## src/rtl/s2_demux_reg.sv

```systemverilog
// Registered 1-to-4 demultiplexer with a 4-beat deserialising frame mode.
// Optional even-parity fifth beat when S2_DEMUX_PARITY_EN is defined.
module s2_demux_reg #(
  parameter int unsigned WIDTH = 1
) (
  input  logic             clk,
  input  logic             clr,
  input  logic [WIDTH-1:0] din,
  input  logic             we,
  input  logic             auto,
  input  logic             A0,
  input  logic             A1,
  input  logic             B0,
  input  logic             B1,
  output logic [WIDTH-1:0] Q00,
  output logic [WIDTH-1:0] Q01,
  output logic [WIDTH-1:0] Q10,
  output logic [WIDTH-1:0] Q11,
  output logic             busy,
  output logic             frame_done,
  output logic             perr
);

  localparam int unsigned NUM_OUT = 4;
  localparam int unsigned NUM_SHADOW = 3;

  typedef enum logic [1:0] {
    IDLE = 2'd0,
    FILL = 2'd1
`ifdef S2_DEMUX_PARITY_EN
    ,
    PAR  = 2'd2
`endif
  } state_e;

  state_e           state_q, state_d;
  logic [1:0]       ptr_q, ptr_d;
  logic [WIDTH-1:0] q_q[NUM_OUT];
  logic [WIDTH-1:0] q_d[NUM_OUT];
  logic [WIDTH-1:0] shadow_q[NUM_SHADOW];
  logic [WIDTH-1:0] shadow_d[NUM_SHADOW];
  logic             busy_q, busy_d;
  logic             frame_done_q, frame_done_d;
  logic [1:0]       sel_c;

  assign sel_c = {B0 | B1, A0 & A1};

`ifdef S2_DEMUX_PARITY_EN
  logic [WIDTH-1:0] last_q, last_d;
  logic             perr_q, perr_d;
  logic             par_ok_c;

  // Even parity over every bit of the four captured beats.
  assign par_ok_c = (din[0] == ^{shadow_q[0], shadow_q[1], shadow_q[2], last_q});
`endif

  always_comb begin
    state_d      = state_q;
    ptr_d        = ptr_q;
    q_d          = q_q;
    shadow_d     = shadow_q;
    frame_done_d = 1'b0;
`ifdef S2_DEMUX_PARITY_EN
    last_d       = last_q;
    perr_d       = 1'b0;
`endif

    case (state_q)
      IDLE: begin
        if (auto && we) begin
          shadow_d[0] = din;
          ptr_d       = 2'd1;
          state_d     = FILL;
        end else if (!auto && we) begin
          q_d[sel_c] = din;
        end
      end

      FILL: begin
        if (!auto) begin
          for (int i = 0; i < NUM_SHADOW; i++) shadow_d[i] = '0;
          ptr_d   = 2'd0;
          state_d = IDLE;
        end else if (we) begin
          if (ptr_q == 2'd3) begin
            ptr_d = 2'd0;
`ifdef S2_DEMUX_PARITY_EN
            last_d  = din;
            state_d = PAR;
`else
            q_d[0]       = shadow_q[0];
            q_d[1]       = shadow_q[1];
            q_d[2]       = shadow_q[2];
            q_d[3]       = din;
            frame_done_d = 1'b1;
            state_d      = IDLE;
`endif
          end else begin
            shadow_d[ptr_q] = din;
            ptr_d           = ptr_q + 2'd1;
          end
        end
      end

`ifdef S2_DEMUX_PARITY_EN
      PAR: begin
        if (!auto) begin
          for (int i = 0; i < NUM_SHADOW; i++) shadow_d[i] = '0;
          last_d  = '0;
          ptr_d   = 2'd0;
          state_d = IDLE;
        end else if (we) begin
          if (par_ok_c) begin
            q_d[0]       = shadow_q[0];
            q_d[1]       = shadow_q[1];
            q_d[2]       = shadow_q[2];
            q_d[3]       = last_q;
            frame_done_d = 1'b1;
          end else begin
            perr_d = 1'b1;
          end
          state_d = IDLE;
        end
      end
`endif

      default: begin
        ptr_d   = 2'd0;
        state_d = IDLE;
      end
    endcase

    busy_d = (state_d != IDLE);
  end

  always_ff @(posedge clk or negedge clr) begin
    if (!clr) begin
      state_q      <= IDLE;
      ptr_q        <= 2'd0;
      busy_q       <= 1'b0;
      frame_done_q <= 1'b0;
      for (int i = 0; i < NUM_OUT; i++) q_q[i] <= '0;
      for (int i = 0; i < NUM_SHADOW; i++) shadow_q[i] <= '0;
    end else begin
      state_q      <= state_d;
      ptr_q        <= ptr_d;
      busy_q       <= busy_d;
      frame_done_q <= frame_done_d;
      q_q          <= q_d;
      shadow_q     <= shadow_d;
    end
  end

`ifdef S2_DEMUX_PARITY_EN
  always_ff @(posedge clk or negedge clr) begin
    if (!clr) begin
      last_q <= '0;
      perr_q <= 1'b0;
    end else begin
      last_q <= last_d;
      perr_q <= perr_d;
    end
  end

  assign perr = perr_q;
`else
  assign perr = 1'b0;
`endif

  assign Q00        = q_q[0];
  assign Q01        = q_q[1];
  assign Q10        = q_q[2];
  assign Q11        = q_q[3];
  assign busy       = busy_q;
  assign frame_done = frame_done_q;

endmodule

```

## config.mk

```make
export PLATFORM = sky130hd
export DESIGN_NAME = s2_demux_reg
export DESIGN_NICKNAME = d
export VERILOG_FILES = /design/src/rtl/s2_demux_reg.sv
export SDC_FILE = /design/constraint.sdc
export NUM_CORES = 1
export LEC_CHECK = 0
export CORE_ASPECT_RATIO = 1.5
export CORE_MARGIN = 3
export CORE_UTILIZATION = 35
export DETAILED_ROUTE_END_ITERATION = 10
export PLACE_DENSITY = 0.67
export SYNTH_ARGS = -nofsm -noshare
export SYNTH_HDL_FRONTEND = slang
export SYNTH_SLANG_ARGS = --single-unit
```

## constraint.sdc

```tcl
create_clock -name clk -period 4.33 [get_ports clk]
set_input_delay 0.6495 -clock clk [delete_from_list [all_inputs] [get_ports clk]]
set_output_delay 0.6495 -clock clk [all_outputs]
set_load 0.005 [all_outputs]
```

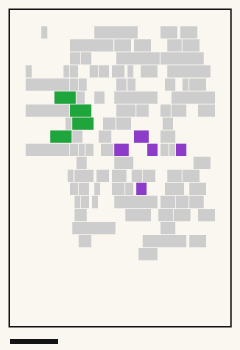
Fig. 1. Logic cells by family (run 1).
The bar under the picture is 10 um long.
legend:
  adder and majority cells:
    color: green
    cells: 4
  AND and OR gates:
    color: purple
    cells: 5
    where: center

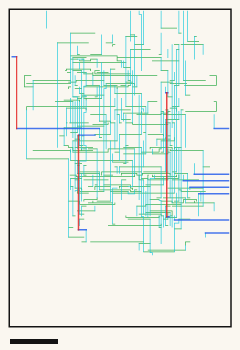
Fig. 2. Wiring by layer (run 1).
The bar under the picture is 10 um long.
legend:
  metal 1:
    color: green
    wire_length: 795 um
  metal 2:
    color: cyan
    wire_length: 939 um
  metal 3:
    color: blue
    wire_length: 73.6 um
  metal 4:
    color: red
    wire_length: 60.5 um

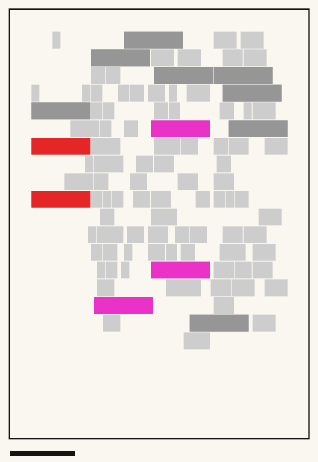
Fig. 3. Register map, names as in the netlist (run 1).
The bar under the picture is 10 um long. Other sequential cells in the stronger gray, the rest of the logic in the fainter gray.
legend:
  ptr_q:
    color: red
    placed_flops: 2
  shadow_q:
    color: magenta
    placed_flops: 3

[run 1: layer usage]
metal  vias to the layer above  global-route usage (%)
met5                         -                       0
met4                         0                   9.964
met3                         6                   2.725
met2                        12                   21.90
met1                       343                   17.83
li1                        345                       -
[run 1: worst max-delay path by stage]
stage,depth (start not counted),endpoint
global placement,4,Q11$_DFFE_PN0P_
detailed placement,4,Q11$_DFFE_PN0P_
finish,4,Q11$_DFFE_PN0P_
global route,4,Q11$_DFFE_PN0P_
floorplan,3,Q11$_DFFE_PN0P_
CTS,4,Q11$_DFFE_PN0P_
[run 1: kinds of logic (layout without fill, tap and decap cells)]
family | after synthesis | in the layout | share of synthesized area, %
other | 1 | 2 | 0.4487
adders and majority gates | 4 | 4 | 5.988
and+or+nand+nor | 25 | 25 | 19.01
muxes | 3 | 3 | 4.042
DFF | 13 | 13 | 38.92
buffers and inverters | 11 | 23 | 6.138
AOI/OAI and AO/OA | 29 | 29 | 25.45
[run 1: worst register-to-register path, stage by stage (launching register included)]
cell	delay, ns
dfrtp_1	0.41
ha_1	0.33
nand3_1	0.24
a221oi_2	0.35
mux2_1	0.34
[run 1: cell type report]
cell class | instances | share of cell area, %
clock buffer | 4 | 2.622
inverter | 5 | 1.873
multi-input combinational | 63 | 46.19
sequential | 13 | 32.46
tap | 23 | 2.871
timing repair buffer | 14 | 13.98
[run 1: placed cells by master (no fill, tap or decap)]
cell type | Yosys | routed
and3b_1 | 2 | 2
a22o_1 | 2 | 2
nand2b_1 | 3 | 3
nand3_1 | 3 | 3
nand4bb_1 | 1 | 1
ha_1 | 4 | 4
clkdlybuf4s50_1 | 0 | 14
or2_1 | 1 | 1
nand3b_1 | 3 | 3
nor2b_1 | 3 | 3
or2_2 | 1 | 1
clkbuf_4 | 0 | 3
a221oi_1 | 3 | 3
nand2_1 | 1 | 1
a221oi_2 | 1 | 1
o22a_1 | 2 | 2
mux2_1 | 3 | 3
a21oi_1 | 4 | 4
conb_1 | 1 | 2
and2_1 | 1 | 1
o211ai_1 | 2 | 2
a41oi_1 | 1 | 1
a2111o_1 | 1 | 1
clkbuf_1 | 0 | 1
a211o_1 | 1 | 1
dfrtp_1 | 13 | 13
a31oi_1 | 4 | 4
nor3b_1 | 2 | 2
o21ai_0 | 5 | 5
o22ai_1 | 1 | 1
o2bb2ai_1 | 1 | 1
nand4_1 | 1 | 1
a21o_1 | 1 | 1
inv_1 | 5 | 5
nor2_1 | 3 | 3
[run 1: power breakdown]
| group | internal (mW) | leakage, nW | total (mW) | switching (mW) |
|---|---|---|---|---|
| clock | 0.0358 | 0.0150 | 0.0787 | 0.0428 |
| combinational | 0.0422 | 0.210 | 0.0706 | 0.0284 |
| sequential | 0.137 | 0.157 | 0.148 | 0.0110 |
| total | 0.215 | 0.381 | 0.297 | 0.0822 |
[run 1: metrics by stage]
| step | utilization, % | hold WS [ns] |
|---|---|---|
| 2_1_floorplan | - | 0.3539 |
| 3_3_place_gp | 43.19 | 0.4755 |
| 3_5_place_dp | 43.19 | 0.4810 |
| 4_1_cts | 44.35 | 0.5037 |
| 5_1_grt | 44.35 | 0.5266 |
| 6_report | 44.35 | 0.5016 |
==> impl_metrics.toml, run 1 <==
# generated from flow reports
[yosys]
synthTopCellsByCount = "13 x dfrtp_1, 5 x buf_2, 5 x inv_1, 5 x o21ai_0"
synth_area_um2 = 835.8
async_flop_share_pct = 100.0
synth-edff-count = 0
synth_top_cell_by_count = "dfrtp_1"
yosys.cell_types.count = 34
ys_ff = 13
yosys_area_um2 = 835.8
syn_area_per_cell_um2 = 9.719
postSynthSeqShare_pct = 38.92
top_area_cell = "dfrtp_1"
syn_inst = 86
flop_cell = "dfrtp_1"
top_area_share_pct = 38.92

[cells_and_area]
area_delta_synth_final_pct = 19.91
largest_register_ff_count = 3
instances_no_fill = 122
n_antenna_cell = 0
nets = 113
drive_gt1_share_pct = 5.051
mi_logic_area_um2 = 462.9
regArea_um2 = 325.3
largestRegisters = "shadow_q x3, ptr_q x2, state_q x2"
final_area_mm2 = 0.001002

[sta]
slew_headroom_pct = 60.78
rsz0062_at_grt = "false"
fin_tns_setup_ns = 0
fmax_ghz = 0.4678
finalClockPeriodUsage_pct = 49.37
skew_ns = 0.01076

[critical_path]
r2r_cells = 4
crit_path_top_delay_cell = "clkdlybuf4s50_1"
crit_required_ns = 4.51
startpoint_type = "primary input"
cp_slowest_stage_delay_ns = 0.71
cp_max_fo = 12
path_class = "primary input to flop"
r2r_slack_ns = 2.54
worstPathCellList = "clkdlybuf4s50_1 > nand3_1 > a221oi_2 > mux2_1"
reg2reg_to = "Q11$_DFFE_PN0P_"
worst_setup_path_end_kind = "flop"
timing.rr.start = "ptr_q[0]$_DFFE_PN0N_"

[run]
max_cap_viol_count = 0
warning_count = 29

[placed_design]
port_buffers = 14
gp_congestion = 0.8424
hpwl_um = 1352
dpl_worst_slack_ns = 1.904
dp.cells = 118

[clock_tree]
cts_resized = 0
cts_max_level = 1
cts_root_buffer = "clkbuf_4"
clock-sinks = 13
insertion_delay_ns = 0.29
cts_tree = "done"
post_cts.repair.setup_buffers = 0

[hold_path]
hold_end = "Q11$_DFFE_PN0P_"
min_path_cells = 1
hold_class = "flop to flop"

[run_status]
status = "finished, final reports clean"

[power_and_ir_drop]
total_power_mw = 0.2971
p_leak_nw = 0.3814
ir_drop_uv = 161.3

[drt]
drtPass1Iterations = 4
drc = 0
drt_iter0_drc = 36
met2_length_um = 938

[grt]
grt_overflow = 0
grt_max_degree = 18
grt_pass1_wl_um = 3174
antenna_found_initial = 0

[floorplanning]
ios = 16
rows = 21
initial_core_util_pct = 36.99
die_y_um = 65.85
core_mm2 = 0.002260
==> run 1 -> run 2 <==
Settings changed: PLACE_DENSITY 0.67 to 0.69.
Clock period 4.33 ns to 1.96 ns, I/O delays scaled along.
==> run 2 against run 1 <==
Against the previous run: core utilization is 1.7 points higher; non-clock buffer count rose by 5; largest power group unchanged; flip-flop count did not move; combinational power is 140% higher; sequential share of layout area decreased by 1.2 points; highest routed layer unchanged; final area increased by 3.7%; worst setup slack worse by 1.8 ns; clock skew down 0.00052 ns; first-iteration DRC count is 86% lower; via count up 2.8%; critical path type is now flop to flop; sequential power increased by 120%.
==> impl_metrics.toml, run 2 <==
# generated from flow reports
[run_status]
status = "finished, final reports clean"

[clock_tree]
cts_max_level = 1
post_cts.repair.setup_buffers = 0
cts_tree = "done"

[placed_design]
gp_congestion = 0.7840
dpl_worst_slack_ns = 0.1695
hpwl_um = 1596

[drt]
drtPass1Iterations = 4
drc = 0
drt_iter0_drc = 5

[yosys]
synthTopCellsByCount = "13 x dfrtp_1, 5 x buf_2, 5 x inv_1, 5 x o21ai_0"
ys_sh_aoi_pct = 25.45
postSynthSeqShare_pct = 38.92
yosys.area_share.simple_pct = 19.01
top_area_cell = "dfrtp_1"
ys_sh_xor_pct = 0
top_area_share_pct = 38.92
yosys.cell_types.count = 34
flop_cell = "dfrtp_1"
async_flop_share_pct = 100.0
synth-edff-count = 0
synth_adder_area_share_pct = 5.988
ys_ff = 13
ys_sh_mux_pct = 4.042
synth_top_cell_by_count = "dfrtp_1"
synth_area_um2 = 835.8
yosys_area_um2 = 835.8

[critical_path]
crit_required_ns = 2.13
worst_setup_path_end_kind = "flop"
cp_num_cells = 5
r2r_cells = 5
cp_max_fo = 7
crit_path_top_delay_cell = "dfrtp_1"
startpoint_type = "flop"
r2r_slack_ns = 0.36

[cells_and_area]
post-route-util_pct = 46.01
largestRegisters = "shadow_q x3, ptr_q x2, state_q x2"
final_area_mm2 = 0.001040
mostFrequentLayoutCells = "14 x clkdlybuf4s50_1, 13 x dfrtp_1, 5 x inv_1, 5 x o21ai_0, 5 x buf_4"
drive_gt1_share_pct = 9.615

[hold_path]
hold_class = "primary input to async pin"

[grt]
grt_overflow = 0
antenna_found_initial = 0
grt_pass1_wl_um = 3387
grt_max_degree = 14

[sta]
finalClockPeriodUsage_pct = 81.48
rsz0062_at_grt = "false"
fin_tns_setup_ns = 0
slew_headroom_pct = 57.01

[run]
warning_count = 29
max_cap_viol_count = 0

[power_and_ir_drop]
p_leak_nw = 0.4060
clock_power_share_pct = 25.2
power_frac_comb_pct = 25.3
pwr-share-seq_pct = 49.5
ir_drop_uv = 277.4
p_switching_mw = 0.1825

[floorplanning]
core_mm2 = 0.002260
rows = 21
-- run 2: netlist changes by cell type in the layout (fill, tap and decap cells not counted) --
cell,delta
buf_4,+5
-- run 2: cell families (layout without fill, tap and decap cells) --
group / count (synthesis) / after routing
AND-OR/OR-AND: 29 / 29
adder cells (fa/ha/maj): 4 / 4
buffers and inverters: 11 / 28
flip-flops: 13 / 13
multiplexers: 3 / 3
other: 1 / 2
AND/OR/NAND/NOR: 25 / 25
-- run 2: worst paths after layout --
check | from | endpoint
worst max-delay path | ptr_q[0]$_DFFE_PN0N_ | shadow_q[0]$_DFFE_PN0P_
worst min-delay path | clr | Q11$_DFFE_PN0P_
worst max register to register | ptr_q[0]$_DFFE_PN0N_ | shadow_q[0]$_DFFE_PN0P_
worst min register to register | Q10$_DFFE_PN0P_ | Q10$_DFFE_PN0P_
max in group asynchronous | clr | state_q[1]$_DFF_PN0_
min in group clk | Q10$_DFFE_PN0P_ | Q10$_DFFE_PN0P_
-- run 2: stage by stage --
| step | std cells | total power [mW] | hold WS (ns) |
|---|---|---|---|
| 2_1_floorplan | 87 | 0.4027 | -0.001591 |
| 5_1_grt | 127 | 0.7079 | 0.4381 |
| 4_1_cts | 127 | 0.6735 | 0.4129 |
| 3_3_place_gp | 123 | 0.4968 | 0.4953 |
| 6_report | 127 | 0.6617 | 0.4038 |
| 3_5_place_dp | 123 | 0.5025 | 0.5028 |
-- run 2: layer usage --
layer  routed length, um  vias up  share of wire, %  track usage, %
met5                   0        -                 0               0
met4                  55        0               2.6           8.541
met3                  67        6               3.2           1.907
met2                1180       20                57           28.79
met1                 781      341                37           15.40
li1                    -      359                 -               -
-- run 2: final cells by class --
| cell class | count | area (um2) |
|---|---|---|
| Timing Repair Buffer | 19 | 177.7 |
| Clock buffer | 4 | 26.28 |
| Sequential cell | 13 | 325.3 |
| Fill cell | 223 | 1220 |
| Multi-Input combinational cell | 63 | 462.9 |
| Inverter | 5 | 18.77 |
| Tap cell | 23 | 28.78 |
-- run 2: power by group through the flow --
stage          registers [mW]  clock network [mW]  logic (mW)
6_report                0.328               0.167       0.167
5_1_grt                 0.331               0.192       0.185
4_1_cts                 0.328               0.176       0.169
3_5_place_dp            0.334                   0       0.169
3_3_place_gp            0.331                   0       0.165
2_1_floorplan           0.328                   0      0.0749
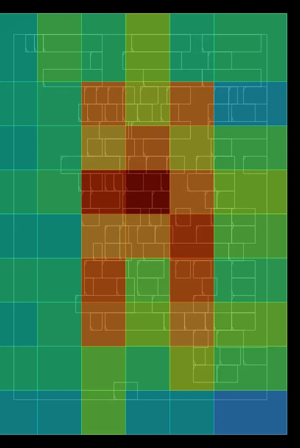
Fig. 4. Routing congestion map (run 2).
DR WL/cell: 16.42 um
met2 Use GR: 28.79%
met1 global-route usage: 15.40%
total track usage: 15.50%

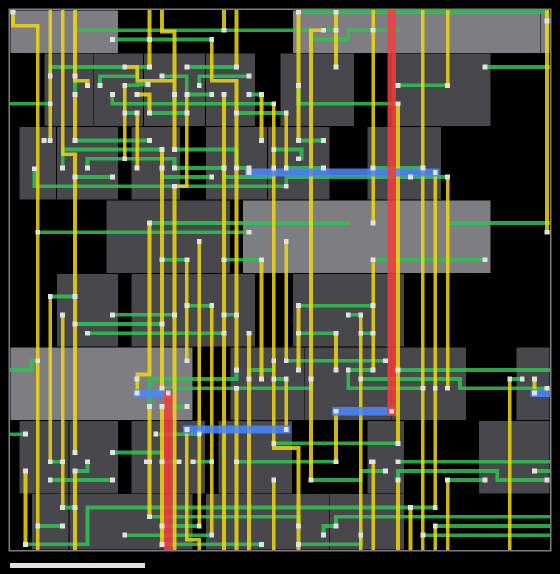
Fig. 5. Zoomed window (run 2).
The bar under the picture is 5 um long. Window x 13 to 33, y 36 to 56 um. Cells in gray, sequential cells in the stronger gray; small squares are vias.
legend:
  metal 2:
    color: yellow
  metal 1:
    color: green
  metal 4:
    color: red
  metal 3:
    color: blue
most frequent: ha_1 (4)
sequential cells in the window: 3
cells with their middle in the window: 34

==> run 2 -> run 3 <==
Settings changed: PLACE_DENSITY 0.69 to 0.67.
Clock period 1.96 ns to 1.6 ns, I/O delays scaled along.
==> run 3 against run 2 <==
Against the previous run: via count is 7.3% higher; sequential share of layout area fell by 2.3 points; final area grew 7.9%; count of clock-buffer cells in the layout stayed put; flip-flop count did not move; final cell count up 7.9%; synthesized cell count stayed put; largest power group unchanged.
==> impl_metrics.toml, run 3 <==
# generated from flow reports
[grt]
grt_overflow = 0
grt_max_degree = 14

[cells_and_area]
mi_logic_area_um2 = 470.5
fillers = 219
area_delta_synth_final_pct = 34.28
final_area_mm2 = 0.001122
n_antenna_cell = 0
regArea_um2 = 325.3
largestRegisters = "shadow_q x3, ptr_q x2, state_q x2"
nets = 128

[yosys]
synth_area_um2 = 835.8
async_flop_share_pct = 100.0
synthTopCellsByCount = "13 x dfrtp_1, 5 x buf_2, 5 x inv_1, 5 x o21ai_0"
ys_sh_aoi_pct = 25.45
synth-edff-count = 0
postSynthSeqShare_pct = 38.92
yosys_area_um2 = 835.8
top_area_share_pct = 38.92
top_area_cell = "dfrtp_1"
syn_area_per_cell_um2 = 9.719
synth_top_cell_by_count = "dfrtp_1"

[power_and_ir_drop]
switching_share_pct = 27.68
p_switching_mw = 0.2303
power_frac_comb_pct = 26.8

[drt]
drt_iter0_drc = 26
drtPass1Iterations = 4

[clock_tree]
post_cts.repair.setup_buffers = 0
cts_max_level = 1
cts_root_buffer = "clkbuf_4"

[placed_design]
port_buffers = 14
dpl_worst_slack_ns = -0.1239

[run]
warning_count = 29

[floorplanning]
ios = 16
initial_core_util_pct = 36.99
core_mm2 = 0.002260

[critical_path]
worstPathCellList = "ha_2 > buf_4 > nand2b_1 > a2111o_1 > o211ai_1"
crit_required_ns = 1.80

[sta]
finalClockPeriodUsage_pct = 93.26
skew_ns = 0.003380

[run_status]
status = "finished, final reports clean"
==> run 3: worst paths after layout <==
| kind | endpoint | slack, ns | depth (start not counted) |
|---|---|---|---|
| max reg2reg | shadow_q[2]$_DFFE_PN0P_ | 0.11 | 5 |
| min in group clk | Q10$_DFFE_PN0P_ | 0.51 | 1 |
| min reg2reg | Q10$_DFFE_PN0P_ | 0.51 | 1 |
| min | shadow_q[2]$_DFFE_PN0P_ | 0.25 | 2 |
| max | shadow_q[2]$_DFFE_PN0P_ | 0.11 | 5 |
| max in group asynchronous | state_q[1]$_DFF_PN0_ | 1.18 | 2 |
==> run 3: power by group through the flow <==
stage	logic, mW	clock network [mW]	registers [mW]
CTS	0.225	0.222	0.399
detailed placement	0.223	0	0.406
floorplan	0.0917	0	0.402
global route	0.244	0.233	0.403
global placement	0.220	0	0.404
finish	0.223	0.211	0.398
==> run 3: cell type report <==
class                           instances  area share (%)
Timing Repair Buffer                   29           22.52
Clock buffer                            4           2.341
Inverter                                5           1.672
Sequential cell                        13           28.99
Multi-Input combinational cell         63           41.92
Tap cell                               23           2.564
==> run 3: cells by family after synthesis <==
family / Yosys count
AND/OR/NAND/NOR: 25
adder cells (fa/ha/maj): 4
buffers and inverters: 11
other: 1
multiplexers: 3
AND-OR/OR-AND: 29
flip-flops: 13
==> run 3: metal layers <==
metal | global-route usage (%) | vias up | share of wire [%]
li1 | - | 373 | -
met1 | 15.93 | 386 | 40
met2 | 23.97 | 16 | 53
met3 | 2.725 | 4 | 4.4
met4 | 8.541 | 0 | 1.7
met5 | 0 | - | 0
==> run 3: stage by stage <==
stage               utilization (%)  cells  total power, mW
floorplan                         -     87           0.4933
global placement              48.17    133           0.6233
detailed placement            48.17    133           0.6292
CTS                           49.56    137           0.8464
global route                  49.67    137           0.8805
finish                        49.67    137           0.8318
==> run 3: worst register-to-register path, delay by kind of cell, from the launching register on <==
family,cells,cell delay [ns]
flops,1,0.39
fa+ha+maj,1,0.22
compound gates,2,0.50
buf+inv,1,0.15
simple gates,1,0.15
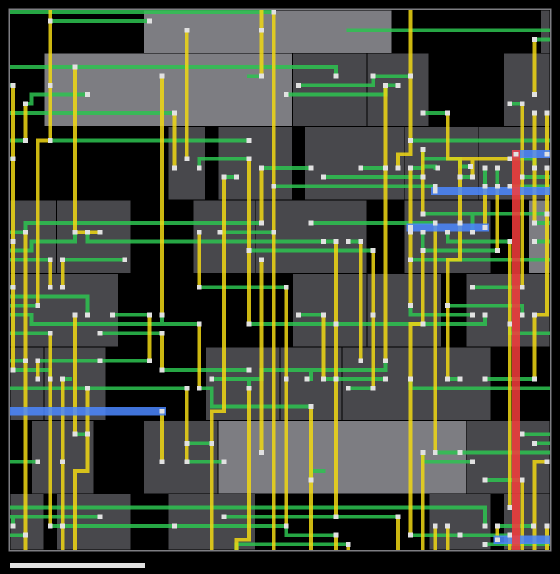
Fig. 6. Zoomed window (run 3).
The bar under the picture is 5 um long. Window x 13 to 33, y 36 to 56 um. Cells in gray, sequential cells in the stronger gray; small squares are vias.
legend:
  metal 3:
    color: blue
  metal 4:
    color: red
  metal 1:
    color: green
  metal 2:
    color: yellow
sequential cells in the window: 3
most frequent: buf_4 (6)
cells with their middle in the window: 32

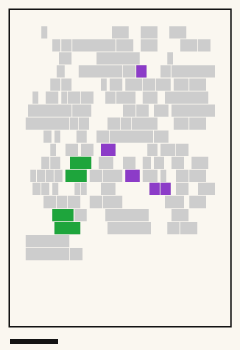
Fig. 7. Logic cells by family (run 3).
The bar under the picture is 10 um long.
legend:
  adder and majority cells:
    color: green
    cells: 4
    where: west
  AND and OR gates:
    color: purple
    cells: 5
    where: center

No activity file was given, so power comes from the tool's default toggle rates.
